Run 1, routed metal, one color a layer:
Scale: 4 px per um. Only two layers are drawn.
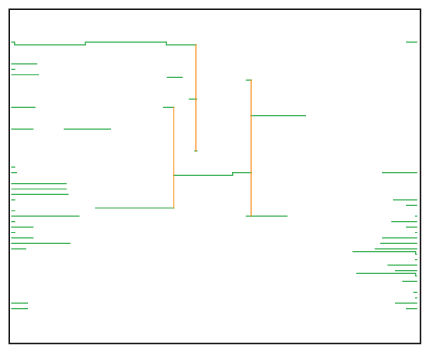
Run 1, the metal 1 layer:
Scale: 4 px per um. Supply wires on this layer in gray.
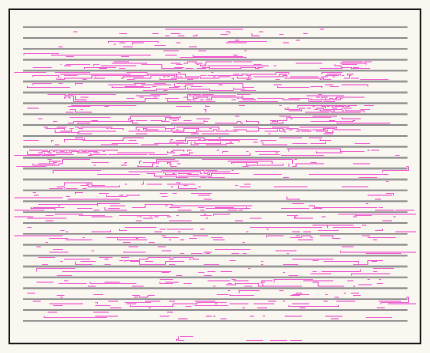
Run 1, close-up of the layout:
Window x 36 to 66, y 43 to 73 um. Cells in gray, sequential cells in the stronger gray; small squares are vias.
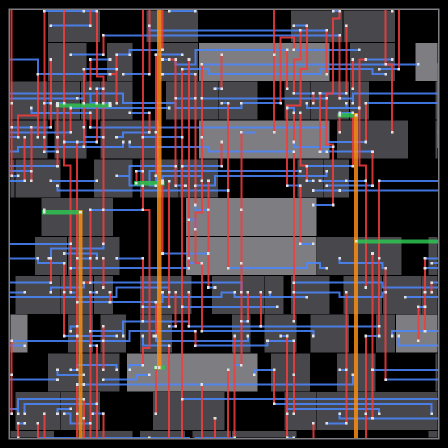
<file path="config.mk">
export PLATFORM = sky130hd
export DESIGN_NAME = sha_const_rom_reader
export DESIGN_NICKNAME = d
export VERILOG_FILES = /design/src/rtl/sha_const_rom_reader.sv
export SDC_FILE = /design/constraint.sdc
export NUM_CORES = 1
export LEC_CHECK = 0
export CAP_MARGIN = 20
export CORE_ASPECT_RATIO = 0.8
export CORE_MARGIN = 3
export CORE_UTILIZATION = 41
export CTS_CLUSTER_SIZE = 10
export DETAILED_ROUTE_END_ITERATION = 8
export HOLD_SLACK_MARGIN = 0.08
export PLACE_DENSITY_LB_ADDON = 0.12
export SLEW_MARGIN = 30
export SYNTH_ARGS = -nofsm -noshare
export SYNTH_HDL_FRONTEND = slang
export SYNTH_SLANG_ARGS = --single-unit
</file>
<file path="constraint.sdc">
create_clock -name clk -period 1.8 [get_ports clk]
set_input_delay 0.27 -clock clk [delete_from_list [all_inputs] [get_ports clk]]
set_output_delay 0.27 -clock clk [all_outputs]
set_load 0.01 [all_outputs]
</file>
<file path="src/rtl/sha_const_rom_reader.sv">
// Read controller for the four 8K x 8 SHA-256 constant EEPROMs: drives shared
// CE/OE/A, inserts access wait states and assembles one 32-bit word per access.
module sha_const_rom_reader #(
  parameter int unsigned ADDR_W      = 13,
  parameter int unsigned WAIT_CYCLES = 4,
  parameter int unsigned H_BASE      = 0,
  parameter int unsigned K_BASE      = 8
) (
  input  logic              clk,
  input  logic              rst_n,
  input  logic              req,
  input  logic              sel_k,
  input  logic [5:0]        index,
  input  logic              load_h,
  output logic              ready,
  output logic              valid,
  output logic [31:0]       data,
  output logic [5:0]        word_idx,
  output logic              err,
  output logic [ADDR_W-1:0] a,
  output logic              ce,
  output logic              oe,
  output logic              we,
  input  logic [7:0]        io1,
  input  logic [7:0]        io2,
  input  logic [7:0]        io3,
  input  logic [7:0]        io4
);

  localparam int unsigned IDX_W   = 6;
  localparam int unsigned DATA_W  = 32;
  localparam int unsigned WAIT_W  = 4;
  localparam int unsigned BURST_W = 3;

  localparam logic [WAIT_W-1:0]  WAIT_LAST  = WAIT_W'(WAIT_CYCLES - 1);
  localparam logic [BURST_W-1:0] BURST_LAST = BURST_W'(7);
  localparam logic [IDX_W-1:0]   H_MAX_IDX  = IDX_W'(7);

  localparam logic [2:0] S_IDLE    = 3'd0;
  localparam logic [2:0] S_SETUP   = 3'd1;
  localparam logic [2:0] S_ACCESS  = 3'd2;
  localparam logic [2:0] S_CAPTURE = 3'd3;
  localparam logic [2:0] S_RECOVER = 3'd4;

  logic [2:0]         state_q,    state_d;
  logic [WAIT_W-1:0]  wait_q,     wait_d;
  logic               burst_q,    burst_d;
  logic [BURST_W-1:0] cnt_q,      cnt_d;
  logic [IDX_W-1:0]   idx_q,      idx_d;
  logic [ADDR_W-1:0]  a_q,        a_d;
  logic [DATA_W-1:0]  data_q,     data_d;
  logic [IDX_W-1:0]   word_idx_q, word_idx_d;
  logic               ce_q,       ce_d;
  logic               oe_q,       oe_d;
  logic               ready_q,    ready_d;
  logic               valid_q,    valid_d;
  logic               err_q,      err_d;
  logic               we_q;

  // Chip pin 0 carries the byte MSB, so each lane is bit-reversed into the word.
  function automatic logic [7:0] lane_byte(input logic [7:0] lane);
    logic [7:0] r;
    for (int i = 0; i < 8; i++) r[i] = lane[7-i];
    return r;
  endfunction

  always_ff @(posedge clk or negedge rst_n) begin
    if (!rst_n) begin
      state_q    <= S_IDLE;
      wait_q     <= '0;
      burst_q    <= 1'b0;
      cnt_q      <= '0;
      idx_q      <= '0;
      a_q        <= '0;
      data_q     <= '0;
      word_idx_q <= '0;
      ce_q       <= 1'b1;
      oe_q       <= 1'b1;
      ready_q    <= 1'b1;
      valid_q    <= 1'b0;
      err_q      <= 1'b0;
      we_q       <= 1'b1;
    end else begin
      state_q    <= state_d;
      wait_q     <= wait_d;
      burst_q    <= burst_d;
      cnt_q      <= cnt_d;
      idx_q      <= idx_d;
      a_q        <= a_d;
      data_q     <= data_d;
      word_idx_q <= word_idx_d;
      ce_q       <= ce_d;
      oe_q       <= oe_d;
      ready_q    <= ready_d;
      valid_q    <= valid_d;
      err_q      <= err_d;
      we_q       <= 1'b1;
    end
  end

  // Next state and next registered outputs; strobes are derived from state_d
  // so that CE/OE/READY/VALID line up with the state they describe.
  always_comb begin
    state_d    = state_q;
    wait_d     = wait_q;
    burst_d    = burst_q;
    cnt_d      = cnt_q;
    idx_d      = idx_q;
    a_d        = a_q;
    data_d     = data_q;
    word_idx_d = word_idx_q;
    err_d      = 1'b0;

    case (state_q)
      S_IDLE: begin
        if (load_h) begin
          burst_d = 1'b1;
          cnt_d   = '0;
          idx_d   = '0;
          a_d     = ADDR_W'(H_BASE);
          state_d = S_SETUP;
        end else if (req) begin
          if (sel_k) begin
            idx_d   = index;
            a_d     = ADDR_W'(K_BASE) + ADDR_W'(index);
            state_d = S_SETUP;
          end else if (index <= H_MAX_IDX) begin
            idx_d   = index;
            a_d     = ADDR_W'(H_BASE) + ADDR_W'(index);
            state_d = S_SETUP;
          end else begin
            err_d = 1'b1;
          end
        end
      end
      S_SETUP: begin
        wait_d  = '0;
        state_d = S_ACCESS;
      end
      S_ACCESS: begin
        if (wait_q == WAIT_LAST) begin
          state_d = S_CAPTURE;
        end else begin
          wait_d = wait_q + WAIT_W'(1);
        end
      end
      S_CAPTURE: begin
        data_d     = {lane_byte(io1), lane_byte(io2), lane_byte(io3), lane_byte(io4)};
        word_idx_d = burst_q ? IDX_W'(cnt_q) : idx_q;
        state_d    = S_RECOVER;
      end
      S_RECOVER: begin
        if (burst_q && (cnt_q != BURST_LAST)) begin
          cnt_d   = cnt_q + BURST_W'(1);
          a_d     = ADDR_W'(H_BASE) + ADDR_W'(cnt_d);
          state_d = S_SETUP;
        end else begin
          burst_d = 1'b0;
          state_d = S_IDLE;
        end
      end
      default: begin
        burst_d = 1'b0;
        state_d = S_IDLE;
      end
    endcase

    ce_d    = !((state_d == S_SETUP) || (state_d == S_ACCESS) || (state_d == S_CAPTURE));
    oe_d    = !((state_d == S_ACCESS) || (state_d == S_CAPTURE));
    ready_d = (state_d == S_IDLE);
    valid_d = (state_d == S_RECOVER);
  end

  assign ready    = ready_q;
  assign valid    = valid_q;
  assign data     = data_q;
  assign word_idx = word_idx_q;
  assign err      = err_q;
  assign a        = a_q;
  assign ce       = ce_q;
  assign oe       = oe_q;
  assign we       = we_q;

endmodule

</file>
==> impl_metrics.env, run 1 <==
# flow metrics
export IMPL_fp_util_pct=43.2
export IMPL_cp_buffers_inverters=1
export IMPL_htreeDepth=3
export IMPL_fill_cells=586
export IMPL_synth_area_um2=3050
export IMPL_place_congestion=0.809
export IMPL_cts_resized=0
export IMPL_ys_sh_adder_pct=1.64
export IMPL_grt_setup_unrepaired="false"
export IMPL_top_area_share_pct=52.5
export IMPL_openroad_warnings=26
export IMPL_io_pins=100
export IMPL_ys_warn_count=0
export IMPL_synthCells=240
export IMPL_cp_slowest_cell="dfrtp_1"
export IMPL_finalSetupViolCount=0
export IMPL_startpoint_type="flop"
export IMPL_fmax_mhz=585
export IMPL_chip_area_um2=8520
export IMPL_die_width_um=102
export IMPL_r2r_start="cnt_q[0]$_DFFE_PN0P_"
export IMPL_stdcell_count=443
export IMPL_cts_buffer_depth=2
export IMPL_comb_cells=151
export IMPL_ir_worst_vdd_uv=711
export IMPL_dr_max_layer_used="met4"
export IMPL_tap_cells=87
export IMPL_nets=398
export IMPL_largest_area_cell="dfrtp_1"
export IMPL_die_y_um=83.2
export IMPL_cts_buffers=9
export IMPL_rrSetupSlack_ns=0.09
export IMPL_rr_worst_depth=6
export IMPL_buffer_area_share_pct=25.9
export IMPL_ys_async_sr_fraction_pct=100
export IMPL_clk_latency_ns=0.33
export IMPL_nNonClkInverters=6
export IMPL_ys_seq_share_pct=55.1
export IMPL_dpl_hpwl_mm=4.95
export IMPL_path_cells="ha_1 -> ha_1 -> nor4b_4 -> buf_4 -> nand2_2 -> a32o_1"
export IMPL_outcome="finished clean"
export IMPL_path_depth=6
export IMPL_antenna_found_initial=0
export IMPL_met2_usage_pct=26.4
export IMPL_finalCriticalPeriod_ns=1.71
export IMPL_fin_skew_ns=0.00382
export IMPL_ys_chip_area_um2=3050
export IMPL_crit_family="adder cells"
export IMPL_ys_sh_aoi_pct=14.3
export IMPL_clk_pin_slew_worst_paths_ns=0.07
export IMPL_setup_tns_ns=0
export IMPL_n_all_buffers=116
export IMPL_ys_sh_mux_pct=13.5
export IMPL_simple_gate_area_share_pct=9.18
export IMPL_startpoint="cnt_q[0]$_DFFE_PN0P_"
export IMPL_clkCellAreaFrac_pct=4.29
export IMPL_cts_setup_buffers=0
export IMPL_drt_antenna_violating_nets=0
export IMPL_use_met3_pct=5.37
export IMPL_maxCapViolations=0
export IMPL_powerDensity_nw_per_um2=1590
export IMPL_regToRegEndpoint="a[3]$_DFFE_PN0P_"
export IMPL_total_leakage_power_nw=1.94
export IMPL_hold_buffers=1
export IMPL_cpPeakStageDelay_ns=0.39
export IMPL_hp_class="in2async"
export IMPL_most_common_cell="dfrtp_1"
export IMPL_sh_comb_area_pct=28.1
export IMPL_grt_max_degree=68
export IMPL_crit_path_frequent_cell="ha_1"
export IMPL_top_usage_layer="met2"
export IMPL_synth_flops=67
export IMPL_dr_wl_met2_mm=3.28
export IMPL_top_cells_by_count="dfrtp_1, mux2_1, nand2_1, o21ai_0, buf_4"
export IMPL_hold_viol=0
export IMPL_top_cells_by_area="dfrtp_1, mux2_1, dfstp_2"
Back to the opening pictures, 'routed metal, one color a layer':
legend:
  metal 3:
    color: green
    wire_length: 369 um
  metal 4:
    color: orange
    wire_length: 85.7 um
global-route usage over all layers: 17.0%
via count: 2,241
routed len/inst: 15.6 um
Total Routed Length: 6.90 mm

Back to the opening pictures, 'the metal 1 layer':
share of all routed wire: 46%
nets with wire on the layer: 352
wire length on this layer: 3,170 um
main direction: horizontal
met1 usage: 23.0%

Back to the opening pictures, 'close-up of the layout':
legend:
  metal 4:
    color: orange
  metal 3:
    color: green
  metal 2:
    color: red
  metal 1:
    color: blue
sequential cells in the window: 5
most frequent: buf_4 (9), dfrtp_1 (5)
netlist names of flops here include: `a` (4), `burst_q` (1)
cells with their middle in the window: 61

[run 1: layout by cell type (no fill, tap or decap), types with 2 or more instances in the layout]
cell / instances
a32oi_1: 2
ha_1: 4
and3_1: 2
nand2_1: 11
clkbuf_1: 3
a22oi_1: 7
xor2_1: 2
clkdlybuf4s50_1: 91
nor2b_1: 6
or3_1: 2
nor2_1: 3
inv_1: 6
dfstp_2: 3
buf_12: 2
clkbuf_8: 9
a21oi_1: 6
o21ai_0: 11
a21o_1: 2
mux2i_1: 4
o2bb2ai_1: 6
conb_1: 7
nor3_1: 4
a22o_1: 5
buf_4: 21
nor4b_4: 2
o211a_1: 4
dfrtp_1: 64
mux2_2: 6
nand2b_1: 8
a32o_1: 3
mux2_1: 27
[run 1: per-stage QoR]
step | hold WS (ns) | utilization (%) | worst slack [ns] | total power, mW
final | 0.460 | 61.5 | 0.0918 | 6.90
after global routing | 0.501 | 61.5 | 0.0118 | 7.35
after CTS | 0.490 | 61.5 | 0.0706 | 6.98
after detailed placement | 0.319 | 58.7 | -0.0231 | 5.75
after global placement | 0.322 | 58.7 | -0.00267 | 5.68
after floorplan | -0.0256 | - | 0.102 | 4.17
[run 1: power breakdown]
group	total [mW]	internal [mW]	switching, mW	leakage (nW)
Combinational	3.15	1.81	1.35	1.03
Sequential	2.54	2.17	0.378	0.827
Clock	1.20	0.642	0.557	0.0906
Total	6.90	4.61	2.28	1.94
[run 1: state kept, by name, summed over array words and instances (netlist names), 3 cells and up]
name      cells
data         32
idx_q         6
wait_q        4
word_idx      6
state_q       3
cnt_q         3
a             7
[run 1: worst reg2reg max path, stage by stage, from the launching register on]
cell and delay, ns:
dfrtp_1 0.39, ha_1 0.22, ha_1 0.23, nor4b_4 0.24, buf_4 0.18, nand2_2 0.08
a32o_1 0.25
## Run 2: what changed since run 1
CORE_UTILIZATION = 46   (was 41)
clock period = 1.9 ns   (was 1.8 ns; I/O delays follow)
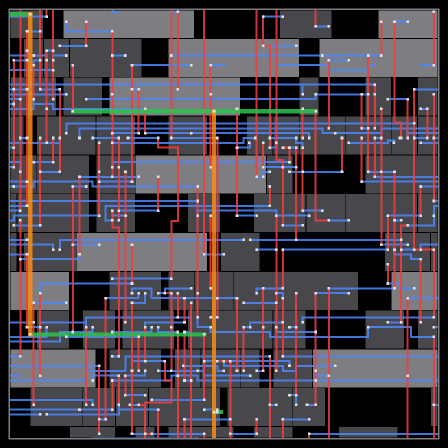
Run 2: close-up of the layout
Window x 34 to 64, y 40 to 70 um. Cells in gray, sequential cells in the stronger gray; small squares are vias.
legend:
  metal 4:
    color: orange
  metal 3:
    color: green
  metal 2:
    color: red
  metal 1:
    color: blue
cells with their middle in the window: 63
netlist names of flops here include: `a` (4)
most frequent: dfrtp_1 (7), buf_4 (6)
sequential cells in the window: 8

==> run 2 against run 1 <==
Net effect: area after synthesis stayed put; die area fell by 10%; hold slack improved by 0.020 ns; cell count fell by 3.8%.
==> impl_metrics.env, run 2 <==
# flow metrics
export IMPL_largest_reg_flops=32
export IMPL_p_sw_share_pct=32.5
export IMPL_top_cells_by_count="dfrtp_1, mux2_1, nand2_1, o21ai_0, buf_4"
export IMPL_finalCriticalPeriod_ns=1.72
export IMPL_timing_hold_ws_ns=0.480
export IMPL_htreeDepth=3
export IMPL_top_power_group="combinational logic"
export IMPL_hold_viol=0
export IMPL_track_usage_pct=19.6
export IMPL_pwr_share_seq_pct=37.8
export IMPL_setup_tns_ns=0
export IMPL_internal_power_mw=4.41
export IMPL_top_cells_by_area="dfrtp_1, mux2_1, dfstp_2"
export IMPL_ys_async_sr_fraction_pct=100
export IMPL_crit_path_frequent_cell="ha_1"
export IMPL_synth_area_um2=3050
export IMPL_largest_area_cell="dfrtp_1"
export IMPL_hp_class="reg2reg"
export IMPL_startpoint_type="flop"
export IMPL_fp_util_pct=49.5
export IMPL_pwr_share_comb_pct=44.0
export IMPL_clk_pin_slew_worst_paths_ns=0.07
export IMPL_grt_max_degree=68
export IMPL_vias=2262
export IMPL_ir_worst_vdd_uv=704
export IMPL_openroad_warnings=26
export IMPL_outcome="finished clean"
export IMPL_io_pins=100
export IMPL_antenna_found_initial=0
export IMPL_ys_warn_count=0
export IMPL_top_area_share_pct=52.5
export IMPL_dpl_hpwl_mm=4.97
export IMPL_routed_wirelength_mm=6.96
export IMPL_lay_top_cells="clkdlybuf4s50_1, dfrtp_1, mux2_1"
export IMPL_avgRoutedWirePerCell_um=16.3
export IMPL_rrSetupSlack_ns=0.18
export IMPL_cts_buffer_depth=2
export IMPL_p_total_mw=6.53
export IMPL_cp_buffers_inverters=1
export IMPL_ys_chip_area_um2=3050
export IMPL_synth_flops=67
export IMPL_layout_setup_ws_ns=0.184
export IMPL_crit_family="flip-flops"
export IMPL_maxCapViolations=0
export IMPL_die_y_um=78.9
-- run 2: netlist changes by cell type in the layout (fill, tap and decap cells not counted) --
| cell | previous run | this run |
|---|---|---|
| clkinv_4 | 1 | 0 |
| buf_4 | 21 | 12 |
| clkbuf_1 | 3 | 0 |
| clkinvlp_4 | 1 | 0 |
| clkbuf_8 | 9 | 12 |
-- run 2: cell type report --
class	instances	area share, %
clock buffers	12	3.86
multi-input cells	151	28.5
well taps	81	2.37
clock inverters	2	0.818
inverters	6	0.526
repair buffers	107	24.7
flip-flops and latches	67	39.2
-- run 2: final timing paths --
| check | from | to | cells after the start |
|---|---|---|---|
| max | cnt_q[0]$_DFFE_PN0P_ | a[2]$_DFFE_PN0P_ | 6 |
| min | word_idx[1]$_DFFE_PN0P_ | word_idx[1]$_DFFE_PN0P_ | 2 |
| max reg2reg | cnt_q[0]$_DFFE_PN0P_ | a[2]$_DFFE_PN0P_ | 6 |
| min reg2reg | word_idx[1]$_DFFE_PN0P_ | word_idx[1]$_DFFE_PN0P_ | 2 |
| max in group asynchronous | rst_n | ce$_DFF_PN1_ | 3 |
| min in group asynchronous | rst_n | data[20]$_DFFE_PN0P_ | 3 |
-- run 2: metal layers --
metal  part of all wire [%]  track usage, %  vias to the layer above
li1                       -               -                     1058
met1                     45            25.6                     1132
met2                     48            31.6                       66
met4                   0.93            6.31                        0
met3                    5.8            5.79                        6
met5                      0               0                        -
-- run 2: kinds of logic after synthesis --
family	after synthesis	synth area share, %
AOI/OAI and AO/OA	58	14.3
xor gates and xnor gates	2	0.574
adders and majority gates	4	1.64
buffers and inverters	27	5.53
DFF	67	55.1
muxes	37	13.5
other	2	0.246
and+or+nand+nor	43	9.18
-- run 2: what timing repair did --
item                      CTS  global route
gates resized               0             0
hold buffers                1             0
hold endpoints to repair   64             0
Power and IR drop assume default switching activity.
